--- config.mk ---
export PLATFORM = sky130hd
export DESIGN_NAME = writeback_arbiter
export DESIGN_NICKNAME = d
export VERILOG_FILES = /design/src/rtl/writeback_arbiter_pkg.sv /design/src/rtl/wb_fifo.sv /design/src/rtl/writeback_arbiter.sv
export SDC_FILE = /design/constraint.sdc
export NUM_CORES = 1
export LEC_CHECK = 0
export CORE_AREA = 3 3 171 173
export CTS_BUF_LIST = sky130_fd_sc_hd__clkbuf_16
export CTS_CLUSTER_DIAMETER = 100
export DETAILED_ROUTE_END_ITERATION = 12
export DIE_AREA = 0 0 174 176
export HOLD_SLACK_MARGIN = 0.03
export PLACE_DENSITY = 0.61
export SYNTH_ARGS = -nofsm -noshare
export SYNTH_HDL_FRONTEND = slang
export SYNTH_SLANG_ARGS = --single-unit
--- constraint.sdc ---
create_clock -name clk -period 3.1 [get_ports clk]
set_input_delay 0.31 -clock clk [delete_from_list [all_inputs] [get_ports clk]]
set_output_delay 0.31 -clock clk [all_outputs]
set_load 0.02 [all_outputs]
--- src/rtl/writeback_arbiter_pkg.sv ---
// Shared types and default widths for the writeback arbiter.
// Used by writeback_arbiter and wb_fifo.
package writeback_arbiter_pkg;

   localparam int WB_ADDRESS_WIDTH = 5;
   localparam int WB_DATA_WIDTH    = 32;

   typedef struct packed {
      logic [WB_ADDRESS_WIDTH-1:0] rd;
      logic [WB_DATA_WIDTH-1:0]    wd;
   } wb_req_t;

endpackage

--- src/rtl/wb_fifo.sv ---
// In-order buffer for long-latency writeback results.
// Power-of-two depth; pointers wrap naturally.
module wb_fifo
   import writeback_arbiter_pkg::*;
#(
   parameter int  DEPTH = 4,
   parameter type T     = wb_req_t
) (
   input  logic                         clk,
   input  logic                         rst,
   input  logic                         push,
   input  logic                         pop,
   input  T                             din,
   output T                             head,
   output logic                         full,
   output logic                         empty,
   output logic [$clog2(DEPTH+1)-1:0]   count
);

   localparam int PW = $clog2(DEPTH);
   localparam int CW = $clog2(DEPTH + 1);

   T             mem [DEPTH];
   logic [PW-1:0] wr_ptr;
   logic [PW-1:0] rd_ptr;
   logic          do_push;
   logic          do_pop;

   assign full    = (count == CW'(DEPTH));
   assign empty   = (count == '0);
   assign do_push = push && !full;
   assign do_pop  = pop && !empty;
   assign head    = mem[rd_ptr];

   always_ff @(posedge clk or posedge rst) begin
      if (rst) begin
         wr_ptr <= '0;
         rd_ptr <= '0;
         count  <= '0;
      end else begin
         if (do_push) wr_ptr <= wr_ptr + PW'(1);
         if (do_pop)  rd_ptr <= rd_ptr + PW'(1);
         if (do_push && !do_pop)
            count <= count + CW'(1);
         else if (do_pop && !do_push)
            count <= count - CW'(1);
      end
   end

   // Storage needs no reset: only entries below count are ever read.
   always_ff @(posedge clk) begin
      if (do_push) mem[wr_ptr] <= din;
   end

endmodule

--- src/rtl/writeback_arbiter.sv ---
// Register-file write-port arbiter with pending-register scoreboard.
// Define WB_BYPASS_EN for a zero-latency path when the buffer is idle.
module writeback_arbiter
   import writeback_arbiter_pkg::*;
#(
   parameter int ADDRESS_WIDTH = WB_ADDRESS_WIDTH,
   parameter int DATA_WIDTH    = WB_DATA_WIDTH,
   parameter int FIFO_DEPTH    = 4
) (
   input  logic                               clk,
   input  logic                               rst,
   input  logic                               pipe_we,
   input  logic [ADDRESS_WIDTH-1:0]           pipe_rd,
   input  logic [DATA_WIDTH-1:0]              pipe_wd,
   input  logic                               ll_issue,
   input  logic [ADDRESS_WIDTH-1:0]           ll_issue_rd,
   input  logic                               ll_valid,
   input  logic [ADDRESS_WIDTH-1:0]           ll_rd,
   input  logic [DATA_WIDTH-1:0]              ll_wd,
   output logic                               ll_ready,
   input  logic [ADDRESS_WIDTH-1:0]           rs1,
   input  logic [ADDRESS_WIDTH-1:0]           rs2,
   output logic                               hazard,
   output logic                               WE3,
   output logic [ADDRESS_WIDTH-1:0]           A3,
   output logic [DATA_WIDTH-1:0]              WD3,
   output logic [2**ADDRESS_WIDTH-1:0]        pending,
   output logic [$clog2(FIFO_DEPTH+1)-1:0]    fifo_count
);

   localparam int NREG = 2**ADDRESS_WIDTH;

   typedef struct packed {
      logic [ADDRESS_WIDTH-1:0] rd;
      logic [DATA_WIDTH-1:0]    wd;
   } req_t;

   req_t            ll_req;
   req_t            head;
   logic            full;
   logic            empty;
   logic            push;
   logic            pop;
   logic            byp;
   logic            sel;
   logic            commit;
   logic [NREG-1:0] set_mask;
   logic [NREG-1:0] clr_mask;
   logic [NREG-1:0] pending_nxt;

   assign ll_req = '{rd: ll_rd, wd: ll_wd};

   wb_fifo #(
      .DEPTH (FIFO_DEPTH),
      .T     (req_t)
   ) u_fifo (
      .clk   (clk),
      .rst   (rst),
      .push  (push),
      .pop   (pop),
      .din   (ll_req),
      .head  (head),
      .full  (full),
      .empty (empty),
      .count (fifo_count)
   );

   assign ll_ready = !rst && !full;

`ifdef WB_BYPASS_EN
   // Only when nothing is buffered, so results can never overtake the FIFO.
   assign byp = !rst && empty && !pipe_we && ll_valid;
`else
   assign byp = 1'b0;
`endif

   assign push = ll_valid && ll_ready && !byp;
   assign pop  = !rst && !empty && !pipe_we;

   always_comb begin
      sel    = 1'b0;
      commit = 1'b0;
      A3     = '0;
      WD3    = '0;
      if (rst) begin
         sel = 1'b0;
      end else if (pipe_we) begin
         sel = 1'b1;
         A3  = pipe_rd;
         WD3 = pipe_wd;
      end else if (pop) begin
         sel    = 1'b1;
         commit = 1'b1;
         A3     = head.rd;
         WD3    = head.wd;
      end else if (byp) begin
         sel    = 1'b1;
         commit = 1'b1;
         A3     = ll_rd;
         WD3    = ll_wd;
      end
      WE3 = sel && (A3 != '0);
   end

   // Set is applied after clear so a same-cycle issue wins.
   always_comb begin
      set_mask = '0;
      clr_mask = '0;
      if (ll_issue) set_mask[ll_issue_rd] = 1'b1;
      if (commit)   clr_mask[A3]          = 1'b1;
      pending_nxt    = (pending & ~clr_mask) | set_mask;
      pending_nxt[0] = 1'b0;
   end

   always_ff @(posedge clk or posedge rst) begin
      if (rst) pending <= '0;
      else     pending <= pending_nxt;
   end

   assign hazard = !rst &&
                   (((rs1 != '0) && pending[rs1]) ||
                    ((rs2 != '0) && pending[rs2]));

endmodule
==> impl_metrics.csv <==
group,metric,value,unit
status,run_status,"complete, no violations",
global_route,grt.total_usage,13.5,%
finish,fin_cells,1072,
final_timing,setup-violations-final,0,
min_path,hold-path-cell-count,1,
min_path,hold_path_end,"u_fifo.mem[2][28]",
placement,placer_s_final_routability_congestion_estimate,0.835,
critical_path,startpoint,"rs2[0]",
yosys,yosysWarningCount,0,
finish,final_cell_area,11000,um^2
yosys,synthMuxAreaShare,15.4,%
finish,sequential_cell_total,186,
yosys,synthesized_area_per_cell,16.2,um^2
finish,layout.area.top_class,"sequential cells",
yosys,top_logic_kind,"multiplexers",
finish,largest_reg_flops,148,
finish,largest-register,"u_fifo.mem",
clock_network,cts.htree.levels,4,
global_route,gr_overflow_total,0,
finish,post_route_cells_drive_above_1_share,17.5,%
floorplanning,effective_utilization_at_floorplan,29.1,%
critical_path,worstPathMaxFanout,5,
final_timing,slew_viol_final,0,
yosys,number_of_synthesized_register_bits,186,
floorplanning,fp-row-count,61,
drt,vias,5201,
yosys,edff_count_synth,148,
final_timing,slew_headroom,55.0,%
drt,first_pass_iters,4,
finish,seq_share,49.2,%
finish,syn_to_final_growth,35.7,%
critical_path,cpLargestDelayFamily,"buffers and inverters",
[Yosys cell counts (all sizes together), types with 5 or more instances]
cell type	n	area, um^2
clkbuf	17	63.8
nor2	17	66.3
a21oi	7	35.0
buf	12	62.6
nand4	7	43.8
nor3b	6	45.0
mux2i	6	60.1
a22o	29	254
ha	5	62.6
nand2	66	248
mux4	51	1150
o21ai	31	155
edfxtp	148	4440
inv	5	18.8
dfrtp	38	951
and3	7	43.8
[layout by cell type (no fill, tap or decap), types with 16 or more instances in the layout]
| master | n |
|---|---|
| sky130_fd_sc_hd__a22o_1 | 29 |
| sky130_fd_sc_hd__o21ai_1 | 21 |
| sky130_fd_sc_hd__edfxtp_1 | 148 |
| sky130_fd_sc_hd__mux4_2 | 51 |
| sky130_fd_sc_hd__dfrtp_1 | 36 |
| sky130_fd_sc_hd__nand2_1 | 66 |
| sky130_fd_sc_hd__clkbuf_16 | 17 |
| sky130_fd_sc_hd__nor2_1 | 16 |
| sky130_fd_sc_hd__buf_4 | 17 |
| sky130_fd_sc_hd__clkdlybuf4s50_1 | 166 |
[how the worst max path moves through the flow]
stage	endpoint	cells past startpoint	slack, ps
floorplan	u_fifo.mem[0][0]	3	550
global placement	hazard	8	170
detailed placement	hazard	8	140
CTS	WD3[16]	5	0.3
global route	WD3[13]	6	30
finish	hazard	8	150
[power breakdown]
group	internal [uW]	switching (uW)
clock network	1080	1040
logic	1460	1360
registers	3100	313
total	5640	2700
[layer usage]
metal / track usage (%) / vias to the layer above / routed length [um]
met5: 0 / - / 34
li1: - / 2356 / -
met3: 4.69 / 21 / 1570
met4: 2.75 / 4 / 183
met1: 18.0 / 2625 / 9210
met2: 21.6 / 195 / 9610
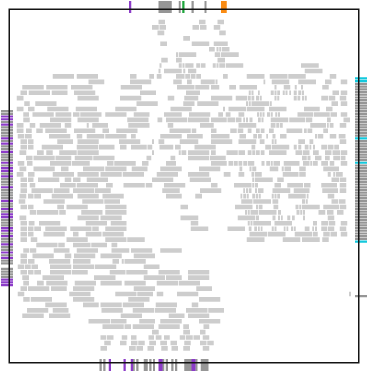
Figure 1: I/O pins on the die edge.
Drawn at 2 px/um. Pins as bars across the die edge, other pins in grey.
Key: cyan = `A3` [pins 5, direction output, edge east]; orange = `fifo_count` [pins 3, direction output, edge north]; green = `ll_valid` [pins 1, direction input, edge north]; purple = `ll_wd` [pins 32, direction input, edge 24 west, 7 south, 1 north]
All pins by edge: 64 west, 62 east, 28 south, 15 north.

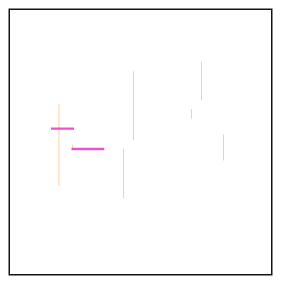
Figure 2: metal layers overlaid.
Drawn at 1.5 px/um. Two of the layers only.
Key: orange = metal 4 [wire length 184 um]; magenta = metal 5 [wire length 34.0 um]

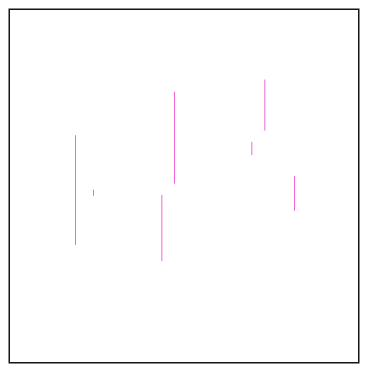
Figure 3: the metal 4 layer.
Drawn at 2 px/um.
6 nets have wire on it. The longest straight run is 54.4 um. The layer holds 0.89% of the routed length.

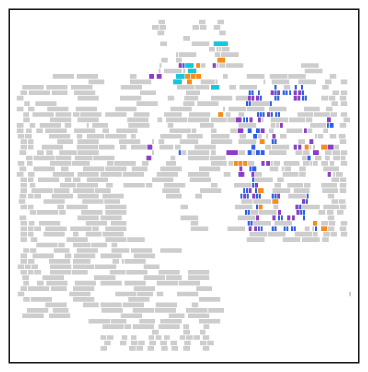
Figure 4: selected gate families.
Drawn at 2 px/um.
Key: purple = inverting AOI/OAI gates [cells 52]; cyan = adder and majority cells [cells 6, where north]; orange = AND and OR gates [cells 18]; blue = NAND gates [cells 76]

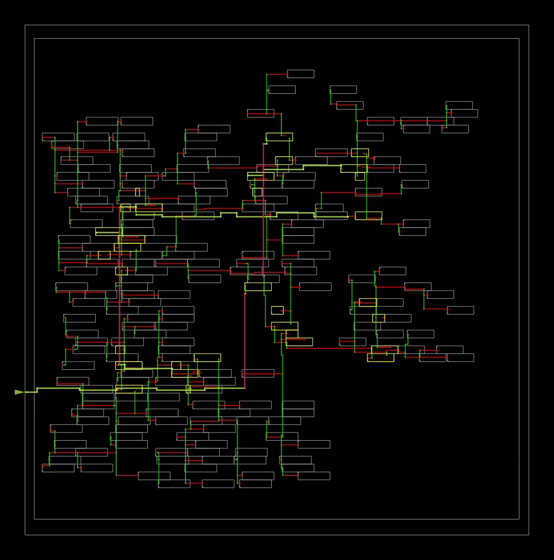
Figure 5: clock wiring as the flow saved it.
number of buffers created by CTS: 17
insertion delay to the later sink of the worst-skew pair: 430 ps
reported clock group power: 2110 uW

Power and IR drop assume default switching activity.
